### Cells coloured by class, run 1

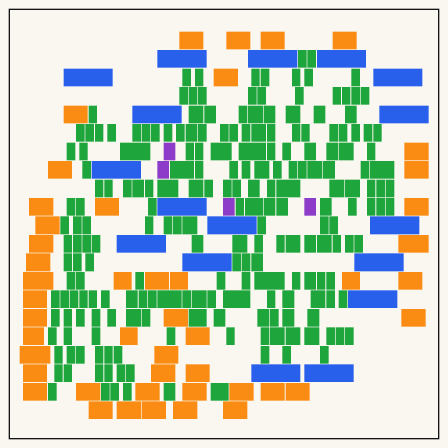
### Metal 3, run 1

Scale bar: 20 um.
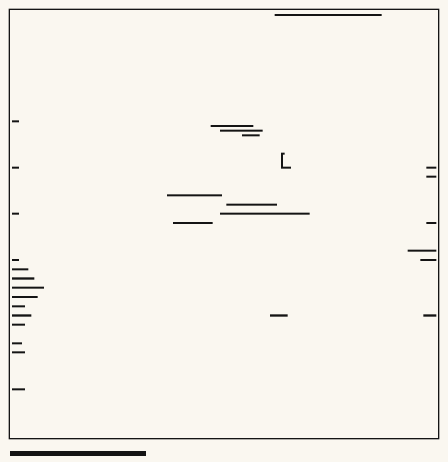
### Cell area per tile, run 1

The die is cut into 6 by 6 equal tiles; white is low, dark blue is high, 0 to 100% covered.
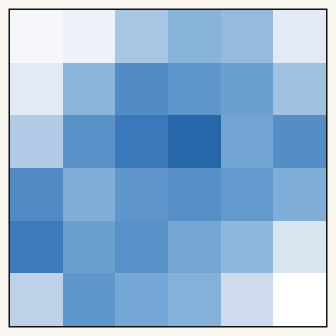
### Signal wires on met2, run 1

Scale bar: 20 um.
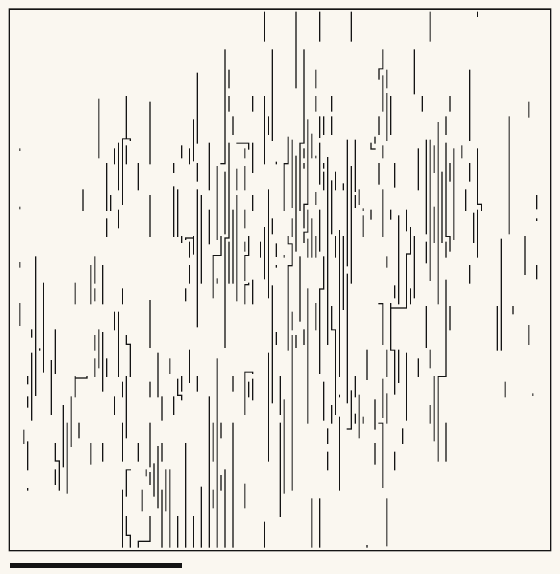
## src/rtl/cpu_pkg.sv

```systemverilog
// Shared CPU definitions: opcode constants and the hazard controller state encoding.
package cpu_pkg;

  localparam logic [3:0] OP_NOP = 4'h0;
  localparam logic [3:0] OP_ADD = 4'h1;
  localparam logic [3:0] OP_LW  = 4'h8;
  localparam logic [3:0] OP_HLT = 4'hF;

  typedef enum logic [1:0] {
    ST_RUN       = 2'd0,
    ST_LOAD_WAIT = 2'd1,
    ST_HALT      = 2'd2
  } hz_state_t;

endpackage

```

## src/rtl/hazard_cmp.sv

```systemverilog
// Load-use comparator: flags an IF/ID source that reads the register an ID/EX load is writing.
module hazard_cmp #(
  parameter int REG_W    = 4,
  parameter bit ZERO_REG = 1'b1
) (
  input  logic             valid,
  input  logic             memread,
  input  logic [REG_W-1:0] rs,
  input  logic [REG_W-1:0] rt,
  input  logic [REG_W-1:0] rd,
  output logic             hazard
);

  logic match;
  logic rd_zero;

  assign match   = (rd == rs) || (rd == rt);
  assign rd_zero = (rd == '0);
  // A hard-wired zero register never carries a real dependency.
  assign hazard  = valid && memread && match && !(ZERO_REG && rd_zero);

endmodule

```

## src/rtl/hazard_ctrl.sv

```systemverilog
// Pipeline hazard controller: load-use bubbles, branch flush, halt, memory freeze and stall counting.
module hazard_ctrl
  import cpu_pkg::*;
#(
  parameter int              OP_W     = 4,
  parameter int              REG_W    = 4,
  parameter logic [OP_W-1:0] HLT_OP   = OP_W'(OP_HLT),
  parameter int              LOAD_LAT = 1,
  parameter bit              ZERO_REG = 1'b1,
  parameter int              CNT_W    = 16
) (
  input  logic             clk,
  input  logic             rst,
  input  logic             if_id_valid,
  input  logic [OP_W-1:0]  if_id_opcode,
  input  logic [REG_W-1:0] if_id_rs,
  input  logic [REG_W-1:0] if_id_rt,
  input  logic [REG_W-1:0] id_ex_rd,
  input  logic             id_ex_memread,
  input  logic             mem_ready,
  input  logic             branch_taken,
  output logic             pc_write,
  output logic             if_id_write,
  output logic             stall,
  output logic             if_id_flush,
  output logic             halted,
  output logic [CNT_W-1:0] stall_cnt
);

  localparam int              WC_W      = (LOAD_LAT > 1) ? $clog2(LOAD_LAT) : 1;
  localparam int              WAIT_INIT = (LOAD_LAT > 1) ? LOAD_LAT - 2 : 0;

  hz_state_t        state_q, state_d;
  logic [WC_W-1:0]  wait_q, wait_d;
  logic [CNT_W-1:0] cnt_q;
  logic             hazard;
  logic             halt_op;

  hazard_cmp #(
    .REG_W    (REG_W),
    .ZERO_REG (ZERO_REG)
  ) u_cmp (
    .valid   (if_id_valid),
    .memread (id_ex_memread),
    .rs      (if_id_rs),
    .rt      (if_id_rt),
    .rd      (id_ex_rd),
    .hazard  (hazard)
  );

  assign halt_op = if_id_valid && (if_id_opcode == HLT_OP);

  always_comb begin
    state_d     = state_q;
    wait_d      = wait_q;
    pc_write    = 1'b0;
    if_id_write = 1'b0;
    stall       = 1'b0;
    if_id_flush = 1'b0;
    if (state_q == ST_HALT) begin
      stall = 1'b1;
    end else if (!mem_ready) begin
      // Memory not done: everything holds, including the load-wait countdown.
      state_d = state_q;
    end else if (branch_taken) begin
      pc_write    = 1'b1;
      if_id_write = 1'b1;
      if_id_flush = 1'b1;
      stall       = 1'b1;
      state_d     = ST_RUN;
      wait_d      = '0;
    end else if (state_q == ST_LOAD_WAIT) begin
      stall = 1'b1;
      if (wait_q == '0) state_d = ST_RUN;
      else              wait_d  = wait_q - 1'b1;
    end else if (halt_op) begin
      stall   = 1'b1;
      state_d = ST_HALT;
    end else if (hazard) begin
      // The first bubble is issued from RUN; LOAD_WAIT covers the remaining LOAD_LAT-1.
      stall = 1'b1;
      if (LOAD_LAT > 1) begin
        state_d = ST_LOAD_WAIT;
        wait_d  = WC_W'(WAIT_INIT);
      end
    end else begin
      pc_write    = 1'b1;
      if_id_write = 1'b1;
      state_d     = ST_RUN;
    end
  end

  always_ff @(posedge clk) begin
    if (rst) begin
      state_q <= ST_RUN;
      wait_q  <= '0;
      cnt_q   <= '0;
    end else begin
      state_q <= state_d;
      wait_q  <= wait_d;
      if (stall && !if_id_flush && (cnt_q != '1)) cnt_q <= cnt_q + 1'b1;
    end
  end

  assign halted    = (state_q == ST_HALT);
  assign stall_cnt = cnt_q;

endmodule

```

## config.mk

```make
export PLATFORM = sky130hd
export DESIGN_NAME = hazard_ctrl
export DESIGN_NICKNAME = d
export VERILOG_FILES = /design/src/rtl/cpu_pkg.sv /design/src/rtl/hazard_cmp.sv /design/src/rtl/hazard_ctrl.sv
export SDC_FILE = /design/constraint.sdc
export NUM_CORES = 1
export LEC_CHECK = 0
export ABC_AREA = 1
export ABC_CLOCK_PERIOD_IN_PS = 2900
export CORE_UTILIZATION = 36
export CTS_BUF_LIST = sky130_fd_sc_hd__clkbuf_2
export CTS_CLUSTER_DIAMETER = 150
export CTS_CLUSTER_SIZE = 28
export DETAILED_ROUTE_END_ITERATION = 7
export GPL_ROUTABILITY_DRIVEN = 1
export MAX_ROUTING_LAYER = met4
export PLACE_DENSITY_LB_ADDON = 0.25
export SKIP_LAST_GASP = 1
export SYNTH_ARGS = -nofsm -noshare
export SYNTH_HDL_FRONTEND = slang
export SYNTH_SLANG_ARGS = --single-unit
```

## constraint.sdc

```tcl
create_clock -name clk -period 2.9 [get_ports clk]
set_clock_uncertainty 0.05 [all_clocks]
set_input_delay 0.58 -clock clk [delete_from_list [all_inputs] [get_ports clk]]
set_output_delay 0.58 -clock clk [all_outputs]
set_load 0.01 [all_outputs]
```

==> Implementation_results.wiki, run 1 <==
== Flow metrics ==
{| class="wikitable"
! Metric !! Value
|-
| Initial DRT Pass Iterations || 4
|-
| Worst Setup Slack post-DPL || -0.08068 ns
|-
| Placed Instance Area || 1803 um^2
|-
| Crit end category || output port
|-
| Final Hold Vio Count || 0
|-
| Number of nets with antenna violations after routing || 0
|-
| Share of post-route cells with drive strength above 1 || 8.961%
|-
| Clock root buffer || sky130_fd_sc_hd__clkbuf_2
|-
| Post-DP HPWL || 2.384 mm
|-
| Power density relative to cell area || 259.3 nW/um^2
|-
| Log Warnings || 26
|-
| Non-filler cells, final || 325
|-
| Status || complete, no violations
|-
| DRC marker count from the first detailed-route iteration || 85
|-
| Gpl congestion || 0.8019
|-
| Via density || 4.588
|-
| CTS Buffer Depth || 2
|-
| Worst supply voltage drop on vdd || 138.4 uV
|-
| FF+latch area || 340.3 um^2
|-
| Number of hold-repair buffers added at the cts stage || 0
|-
| R2R Path End || stall_cnt[13]
|-
| Largest net degree at the start of global routing || 26
|-
| Final count of negative-setup-slack endpoints || 0
|-
| Count of maximum capacitance violations || 0
|-
| Reg2reg start || stall_cnt[0]
|-
| Critical Path AT || 1.97 ns
|-
| Net count, final || 303
|-
| Worst setup endpoint || if_id_write
|-
| Period utilization || 89.51%
|-
| Height of the die || 62.96 um
|-
| Final setup slack of the worst path || 0.3043 ns
|-
| Comb gate area || 782.0 um^2
|}
Notes on 'Cells coloured by class' above:
orange -> other buffers and delay cells  # cells 46
purple -> clock drivers and dummy loads  # cells 4
green -> combinational and other logic  # cells 212
blue -> flops  # cells 17
total number of placement rows: 21
sequential share of cell area: 18.60%
post-layout utilization of the core: 53.14%
placeable core region: 3442 um^2
Design Area, Final: 1829 um^2

Notes on 'Metal 3' above:
share of all routed wire = 3.5%
longest straight run = 15.4 um

Notes on 'Cell area per tile' above:
mean over tiles = 45%
nearly empty tiles = 2.8%
densest ninth of the die = centre
tiles over 75% full = 2.8%
initial core utilization: 38.86%

Notes on 'Signal wires on met2' above:
main direction = vertical
wire length on this layer = 1470 um
nets with wire on the layer = 222

-- run 1: layout make-up --
class	count	area share (%)
Multi-Input combinational cell	166	42.75
Inverter	46	9.439
Timing Repair Buffer	46	24.97
Tap cell	46	3.146
Clock buffer	4	1.094
Sequential cell	17	18.60
-- run 1: kinds of logic after synthesis --
logic type	Yosys count	share of synthesized area (%)
adder cells (fa/ha/maj)	1	0.9353
XOR/XNOR	2	1.310
buffers and inverters	52	16.09
flip-flops	17	25.44
AND/OR/NAND/NOR	159	54.16
AND-OR/OR-AND	4	2.058
-- run 1: cells in the mapped netlist (all sizes together) --
| master | number |
|---|---|
| a21boi | 1 |
| a21oi | 1 |
| a31oi | 1 |
| buf | 4 |
| clkbuf | 2 |
| clkinv | 1 |
| dfxtp | 17 |
| ha | 1 |
| inv | 45 |
| nand2 | 78 |
| nand3 | 19 |
| nand3b | 3 |
| nand4 | 14 |
| nor2 | 37 |
| nor3 | 7 |
| nor4 | 1 |
| o21ai | 1 |
| xnor2 | 1 |
| xor2 | 1 |
-- run 1: power breakdown --
part | switching [mW] | leakage, nW | internal (mW)
Sequential | 0.00551 | 0.138 | 0.238
Clock | 0.0780 | 0.0166 | 0.0365
Combinational | 0.0559 | 0.727 | 0.0599
Total | 0.139 | 0.881 | 0.335
-- run 1: worst max-delay path, delay by kind of cell --
kind / cells / cell delay [ns]
buffers and inverters: 3 / 0.87
and+or+nand+nor: 7 / 0.44
AOI/OAI and AO/OA: 1 / 0.08
-- run 1: layer usage --
layer  global-route usage [%]  share of wire (%)  vias to the layer above
li1                         -                  -                      810
met1                    20.97                 47                      640
met2                    28.09                 48                       39
met3                    3.285                3.4                        2
met4                    4.360               0.89                        0
met5                        -                  0                        -
-- run 1: registers in the layout, indices dropped and copies added (netlist names) --
register,count
stall_cnt,16
state_q,1
==> inputs of run 2 (changes only) <==
--- a/config.mk
+++ b/config.mk
@@ -6,7 +6,7 @@
 export NUM_CORES = 1
 export LEC_CHECK = 0
 export ABC_AREA = 1
-export ABC_CLOCK_PERIOD_IN_PS = 2900
+export ABC_CLOCK_PERIOD_IN_PS = 2610
 export CORE_UTILIZATION = 36
 export CTS_BUF_LIST = sky130_fd_sc_hd__clkbuf_2
 export CTS_CLUSTER_DIAMETER = 150
@@ -14,7 +14,6 @@
 export DETAILED_ROUTE_END_ITERATION = 7
 export GPL_ROUTABILITY_DRIVEN = 1
 export MAX_ROUTING_LAYER = met4
-export PLACE_DENSITY_LB_ADDON = 0.25
 export SKIP_LAST_GASP = 1
 export SYNTH_ARGS = -nofsm -noshare
 export SYNTH_HDL_FRONTEND = slang
==> constraint.sdc (replaced) <==
create_clock -name clk -period 2.61 [get_ports clk]
set_clock_uncertainty 0.05 [all_clocks]
set_input_delay 0.522 -clock clk [delete_from_list [all_inputs] [get_ports clk]]
set_output_delay 0.522 -clock clk [all_outputs]
set_load 0.01 [all_outputs]
### Cell area per tile, run 2

The die is cut into 6 by 6 equal tiles; white is low, dark blue is high, 0 to 100% covered.
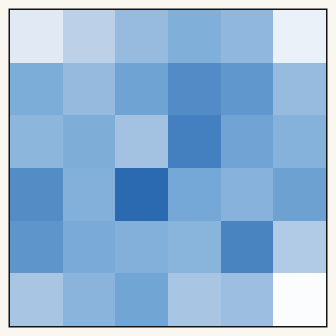
mean over tiles = 45%
tiles over 75% full = 2.8%
fullest tile = 76%
densest ninth of the die = centre

==> run 2 against run 1 <==
Effect of this change: sequential cell count unchanged; setup slack worse by 0.21 ns; synthesized cell count unchanged; critical path depth up 1; wire length up 6.9%; via count down 0.94%; core utilization up 0.33 points; register-to-register slack worse by 0.37 ns; largest power group unchanged; non-clock buffer count up 3; sequential power up 11%; power up 12%.
==> Implementation_results.wiki, run 2 <==
== Flow metrics ==
{| class="wikitable"
! Metric !! Value
|-
| Status || complete, no violations
|-
| Main logic family after synthesis || simple AND/OR/NAND/NOR gates
|-
| CTS Buffer Depth || 2 (unchanged)
|-
| Height of the die || 62.96 um (unchanged)
|-
| Sw frac || 30.77% (+1.4 points)
|-
| Total number of placement rows || 21 (unchanged)
|-
| Placed Instance Area || 1826 um^2 (+1.2%)
|-
| Log Warnings || 26 (unchanged)
|-
| Gpl congestion || 0.7823 (-2.4%)
|-
| Net count, final || 306 (+0.99%)
|-
| Flip-flop count of the largest register, all copies and words added || 16 (unchanged)
|-
| Share of post-route cells with drive strength above 1 || 9.929% (+0.97 points)
|-
| Power density relative to cell area || 288.5 nW/um^2 (+11%)
|-
| Power consumed by sequential cells || 0.271 mW (+11%)
|-
| Non-filler cells, final || 328 (+0.92%)
|-
| Design internal power || 0.3676 mW (+9.8%)
|-
| Yosys simple share || 54.16% (unchanged)
|-
| Final Hold Vio Count || 0 (unchanged)
|-
| Final count of negative-setup-slack endpoints || 0 (unchanged)
|-
| Initial DRT Pass Iterations || 4 (unchanged)
|-
| Flip-flops with a built-in enable || 0 (unchanged)
|}
## run 2: cell types whose count changed in the layout (fill, tap and decap cells not counted), sizes merged
cell,delta
clkbuf,-1
dlymetal6s2s,-3
buf,+3
clkinv,+1
dlygate4sd2,+3
## run 2: through the flow
stage / hold WS [ns] / worst slack (ns) / setup TNS (ns) / utilization (%)
final: 0.5218 / 0.09746 / 0 / 53.47
after detailed placement: 0.4978 / -0.2290 / -0.6144 / 53.04
after global routing: 0.5643 / 0.00001044 / 0 / 53.47
after floorplan: 0.5057 / 0.4010 / 0 / -
after CTS: 0.5218 / 0.1052 / 0 / 53.47
after global placement: 0.4904 / -0.2351 / -0.6251 / 53.04
## run 2: worst paths after layout
| path | startpoint | endpoint | depth (start not counted) |
|---|---|---|---|
| setup / recovery | id_ex_rd[2] | stall | 12 |
| hold / removal | stall_cnt[1] | stall_cnt[1] | 4 |
| setup reg to reg | stall_cnt[0] | stall_cnt[13] | 12 |
| hold reg to reg | stall_cnt[1] | stall_cnt[1] | 4 |
## run 2: timing repair
| action | CTS | global route |
|---|---|---|
| hold buffers | 0 | 0 |
| setup endpoints to repair | 3 | 0 |
| endpoints found under the hold margin | 0 | 0 |
| gates resized | 5 | 0 |
## run 2: final cells by class
class,count,area share (%)
Inverter,46,9.381
Multi-Input combinational cell,166,42.49
Tap cell,46,3.127
Sequential cell,17,18.49
Clock buffer,3,0.8158
Clock inverter,1,0.2719
Timing Repair Buffer,49,25.42
## run 2: worst max-delay path: cells and delay by family
family	cells	cell delay [ns]
AND/OR/NAND/NOR	9	0.58
buffers and inverters	3	0.83
## run 2: routing by layer
layer  up-vias  GRT usage [%]  wire, um
met3         4          2.190       102
met5         -              -         0
met4         0          5.233        38
li1        821              -         -
met2        32          28.49      1468
met1       620          23.48      1647
Power figures rest on the tool's default switching activity, not on a simulated workload.
